$ cat src/rtl/uart_tx_arbiter.sv
// Purpose : share one UART TX character channel between two requesters, per-line round robin.
// Latency : write in cycle 0 into an idle system -> out_we pulse in cycle 3; max 1 char / 2 cycles.
// Backpres: out_full stalls pops (grant held); reqn_full back-pressures writers, writes while full drop.
//
// Ports:
//   clk, rst_n              clock, asynchronous active-low reset
//   req0_char/we/full       requester 0 (CPU I/O path) char, write strobe, FIFO full
//   req1_char/we/full       requester 1 (monitor/debug) char, write strobe, FIFO full
//   out_char/we, out_full   character channel into uart_top and its TX-full flag
//   ovf                     sticky per-requester overflow (write seen while full)
//   grant                   one-hot current owner, 2'b00 when idle

// Small show-ahead FIFO; full is a flop, empty decodes the count register.
module uart_tx_fifo #(
   parameter int DW = 8,
   parameter int AW = 3
) (
   input  logic          clk,
   input  logic          rst_n,
   input  logic          wr_vld,
   input  logic [DW-1:0] wr_dat,
   output logic          full,
   input  logic          rd_rdy,
   output logic [DW-1:0] rd_dat,
   output logic          empty
);
   localparam int DEPTH = 1 << AW;
   localparam logic [AW:0]   DEPTH_C = (AW+1)'(DEPTH);
   localparam logic [AW:0]   CNT_ONE = (AW+1)'(1);
   localparam logic [AW-1:0] PTR_ONE = AW'(1);

   logic [DW-1:0] mem [DEPTH];
   logic [AW-1:0] wr_ptr, rd_ptr;
   logic [AW:0]   count, count_nxt;
   logic          do_wr, do_rd;

   assign do_wr  = wr_vld && !full;
   assign do_rd  = rd_rdy && !empty;
   assign empty  = (count == '0);
   assign rd_dat = mem[rd_ptr];

   always_comb begin
      count_nxt = count;
      case ({do_wr, do_rd})
         2'b10:   count_nxt = count + CNT_ONE;
         2'b01:   count_nxt = count - CNT_ONE;
         default: count_nxt = count;
      endcase
   end

   // Storage needs no reset: the pointers and count define what is valid.
   always_ff @(posedge clk) begin
      if (do_wr) mem[wr_ptr] <= wr_dat;
   end

   always_ff @(posedge clk or negedge rst_n) begin
      if (!rst_n) begin
         wr_ptr <= '0;
         rd_ptr <= '0;
         count  <= '0;
         full   <= 1'b0;
      end else begin
         if (do_wr) wr_ptr <= wr_ptr + PTR_ONE;
         if (do_rd) rd_ptr <= rd_ptr + PTR_ONE;
         count <= count_nxt;
         full  <= (count_nxt == DEPTH_C);
      end
   end
endmodule

module uart_tx_arbiter #(
   parameter int         FAW     = 3,
   parameter int         LOCK_TO = 64,
   parameter logic [7:0] EOL     = 8'h0a
) (
   input  logic       clk,
   input  logic       rst_n,
   input  logic [7:0] req0_char,
   input  logic       req0_we,
   output logic       req0_full,
   input  logic [7:0] req1_char,
   input  logic       req1_we,
   output logic       req1_full,
   output logic [7:0] out_char,
   output logic       out_we,
   input  logic       out_full,
   output logic [1:0] ovf,
   output logic [1:0] grant
);
   localparam int CW = $clog2(LOCK_TO + 1);
   localparam logic [CW-1:0] CNT_LAST = CW'(LOCK_TO - 1);
   localparam logic [CW-1:0] CNT_ONE  = CW'(1);

   typedef enum logic [1:0] {IDLE, GNT0, GNT1} state_t;

   state_t        state, state_nxt;
   logic          last, last_nxt;
   logic [CW-1:0] idle_cnt, cnt_nxt;
   logic          f0_empty, f1_empty;
   logic [7:0]    f0_dat, f1_dat;
   logic          own_empty, pop, pop0, pop1;
   logic [7:0]    head;

   uart_tx_fifo #(.DW(8), .AW(FAW)) u_fifo0 (
      .clk    (clk),
      .rst_n  (rst_n),
      .wr_vld (req0_we),
      .wr_dat (req0_char),
      .full   (req0_full),
      .rd_rdy (pop0),
      .rd_dat (f0_dat),
      .empty  (f0_empty)
   );

   uart_tx_fifo #(.DW(8), .AW(FAW)) u_fifo1 (
      .clk    (clk),
      .rst_n  (rst_n),
      .wr_vld (req1_we),
      .wr_dat (req1_char),
      .full   (req1_full),
      .rd_rdy (pop1),
      .rd_dat (f1_dat),
      .empty  (f1_empty)
   );

   always_comb begin
      state_nxt = state;
      last_nxt  = last;
      cnt_nxt   = idle_cnt;
      own_empty = 1'b1;
      head      = f0_dat;
      pop       = 1'b0;
      pop0      = 1'b0;
      pop1      = 1'b0;
      case (state)
         IDLE: begin
            cnt_nxt = '0;
            // last==1 means requester 1 had the previous line, so requester 0 wins ties.
            if (!f0_empty && (last || f1_empty)) state_nxt = GNT0;
            else if (!f1_empty)                  state_nxt = GNT1;
         end
         GNT0, GNT1: begin
            own_empty = (state == GNT1) ? f1_empty : f0_empty;
            head      = (state == GNT1) ? f1_dat   : f0_dat;
            // Skipping the cycle after a pulse absorbs the one-cycle lag of out_full.
            pop  = !own_empty && !out_full && !out_we;
            pop0 = pop && (state == GNT0);
            pop1 = pop && (state == GNT1);
            if (own_empty) begin
               // Only an empty owner FIFO ages the lock; an out_full stall does not.
               if (idle_cnt == CNT_LAST) begin
                  state_nxt = IDLE;
                  last_nxt  = (state == GNT1);
                  cnt_nxt   = '0;
               end else begin
                  cnt_nxt = idle_cnt + CNT_ONE;
               end
            end else begin
               cnt_nxt = '0;
               if (pop && (head == EOL)) begin
                  state_nxt = IDLE;
                  last_nxt  = (state == GNT1);
               end
            end
         end
         default: state_nxt = IDLE;
      endcase
   end

   always_ff @(posedge clk or negedge rst_n) begin
      if (!rst_n) begin
         state    <= IDLE;
         last     <= 1'b1;
         idle_cnt <= '0;
         out_char <= 8'h00;
         out_we   <= 1'b0;
         ovf      <= 2'b00;
      end else begin
         state    <= state_nxt;
         last     <= last_nxt;
         idle_cnt <= cnt_nxt;
         out_we   <= pop;
         if (pop) out_char <= head;
         ovf[0] <= ovf[0] | (req0_we & req0_full);
         ovf[1] <= ovf[1] | (req1_we & req1_full);
      end
   end

   assign grant = {state == GNT1, state == GNT0};
endmodule
$ cat config.mk
export PLATFORM = sky130hd
export DESIGN_NAME = uart_tx_arbiter
export DESIGN_NICKNAME = d
export VERILOG_FILES = /design/src/rtl/uart_tx_arbiter.sv
export SDC_FILE = /design/constraint.sdc
export NUM_CORES = 1
export LEC_CHECK = 0
export CORE_MARGIN = 10
export CORE_UTILIZATION = 45
export DETAILED_ROUTE_END_ITERATION = 7
export PLACE_DENSITY_LB_ADDON = 0.15
export SLEW_MARGIN = 20
export SYNTH_ARGS = -nofsm -noshare
export SYNTH_HDL_FRONTEND = slang
export SYNTH_SLANG_ARGS = --single-unit
$ cat constraint.sdc
create_clock -name clk -period 2.9 [get_ports clk]
set_input_delay 0.435 -clock clk [delete_from_list [all_inputs] [get_ports clk]]
set_output_delay 0.435 -clock clk [all_outputs]
set_load 0.005 [all_outputs]
==> out/metrics.cfg <==
[critical_path]
crit_chain = inv_1, ha_1, or3b_2, buf_4, nor2_1, ha_2, a21oi_1, o32ai_2, o221ai_1, a21oi_1, xor2_1, and3b_1
arrival_ps = 3060
critPathKind = flop to flop
cp.required_ps = 3260
r2r-start = state[0]$_DFFE_PN0P_
cp_slowest_stage_delay_ps = 460
cp_num_buf_inv = 2
crit_slowest_cell = or3b_2
startpoint_type = flop

[clock_network]
cts_hold_buf = 0
post_cts.repair.setup_buffers = 0
cts_buffers = 17
htree_levels = 4

[yosys]
yosys_warnings = 0
synth-main-ff-cell = edfxtp_1
yosys.area.top_type = edfxtp_1
yosysMostFrequentCell = edfxtp_1
fp_nets = 495
netlist_area_sq_um = 7350
synthArstFlopShare = 0.251
synth_flops = 171

[detailed_routing]
via_per_inst = 5.46

[cells_and_area]
fin_cells = 765

[run]
tool_warnings = 29

[final_timing]
rsz0062_at_grt = false
hold_violations = 0
period_used_share = 0.934

[floorplan]
core-area_sq_um = 15900
ios = 36

[status]
status = finished, final reports clean

[power]
p_leak_nw = 3.19

[placement]
place_inst = 734

[global_routing]
grt_pass1_wl_um = 24100
gr-total-overflow = 0
grt_max_degree = 44

## report_power, final
| group | switching, mW | internal, mW | total, mW | leakage, nW |
|---|---|---|---|---|
| Clock | 0.961 | 1.29 | 2.25 | 0.288 |
| Combinational | 1.31 | 1.45 | 2.77 | 1.21 |
| Sequential | 0.456 | 3.16 | 3.62 | 1.70 |
| Total | 2.73 | 5.90 | 8.63 | 3.19 |
## layer usage
layer,track usage,vias to the layer above,wire length (um)
met4,0.0550,0,229
li1,-,1956,-
met1,0.194,2108,7000
met5,0,-,0
met3,0.0342,17,612
met2,0.219,95,7090
## cell type report
cell class,count,area [sq um],area share
Sequential cell,171,4920,0.558
Clock inverter,14,159,0.0180
Tap cell,216,270,0.0307
Multi-Input combinational cell,261,2310,0.262
Clock buffer,17,425,0.0482
Inverter,10,37.5,0.00426
Timing Repair Buffer,76,693,0.0786
## worst reg2reg max path: cells and delay by family, from the launching register on
family	cells	cell delay [ps]
AND-OR/OR-AND	4	570
XOR/XNOR	1	180
adder cells (fa/ha/maj)	2	520
buffers and inverters	2	220
flip-flops	1	340
AND/OR/NAND/NOR	3	810
## sequential cells by signal, summed over array words and instances (netlist names)
register,count
state,2
u_fifo0.wr_ptr,3
u_fifo1.mem,64
ovf,2
u_fifo1.count,4
u_fifo0.rd_ptr,3
u_fifo1.full,1
u_fifo0.full,1
idle_cnt,7
u_fifo0.count,4
last,1
out_char,8
u_fifo1.wr_ptr,3
u_fifo0.mem,64
out_we,1
u_fifo1.rd_ptr,3
## layout by cell type, fill, tap and decap left out, types with 3 or more instances in the layout
cell and count:
o21ai_0 15, clkbuf_16 17, inv_8 3, dfrtp_1 42, mux4_2 14, o211ai_1 5
xor2_1 5, mux4_1 11, a21oi_1 10, inv_1 8, nand2b_1 6, or4_1 4
clkinv_1 3, ha_1 12, a31oi_1 8, a21o_1 3, o31ai_1 3, xnor2_1 14
nor2b_1 6, clkdlybuf4s50_1 34, buf_4 39, nor4_1 6, edfxtp_1 128, and3_1 3
nand2_1 30, nand3b_1 5, mux2_2 13, mux2i_1 24, buf_12 3, nor2_1 20
inv_6 4, nand3_1 4, nor3_1 8
## worst paths after layout
check,to,slack [ps]
setup / recovery,u_fifo1.full$_DFF_PN0_,190
hold / removal,u_fifo1.wr_ptr[2]$_DFFE_PN0P_,3
setup reg to reg,u_fifo1.full$_DFF_PN0_,190
hold reg to reg,ovf[0]$_DFF_PN0_,460
max in group asynchronous,out_char[5]$_DFFE_PN0P_,2490
min in group clk,ovf[0]$_DFF_PN0_,460
## stage by stage
step                utilization  hold slack [ps]  cell area [sq um]  setup slack [ps]
floorplan                     -              139               7350              73.2
CTS                       0.552              217               8800               185
detailed placement        0.516              451               8220             -15.5
global route              0.553             46.4               8820              23.9
finish                    0.553             3.44               8820               192
global placement          0.516              441               8220              35.4
## cells by family (layout without fill, tap and decap cells)
logic type,count (synthesis),count (layout),share of synthesized area
flip-flops,171,171,0.669
buffers and inverters,29,117,0.0177
multiplexers,62,62,0.135
XOR/XNOR,19,19,0.0226
AND-OR/OR-AND,57,57,0.0524
AND/OR/NAND/NOR,110,110,0.0810
adder cells (fa/ha/maj),13,13,0.0221
### Sequential cells coloured by netlist name

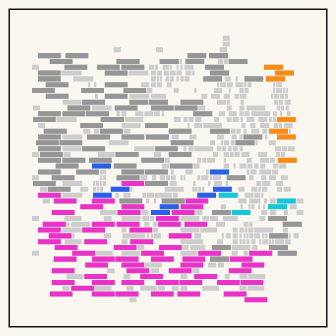
orange -> idle_cnt  # flops 7
cyan -> u_fifo1.count  # flops 4, where east
magenta -> u_fifo1.mem  # flops 64
blue -> out_char  # flops 8, where centre
not coloured = 88
Seq group: 3.62 mW
Seq/total area: 0.558
sequential cell area: 4920 sq um

### Met3 routing

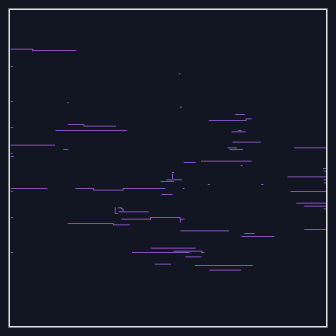
longest straight run = 33.1 um
share of all routed wire = 4.1%
wire length on this layer = 613 um
nets with wire on the layer = 47
Routed WL: 14900 um
via count: 4176
met3 usage: 0.0342

Power is estimated from default activity; no workload was simulated.
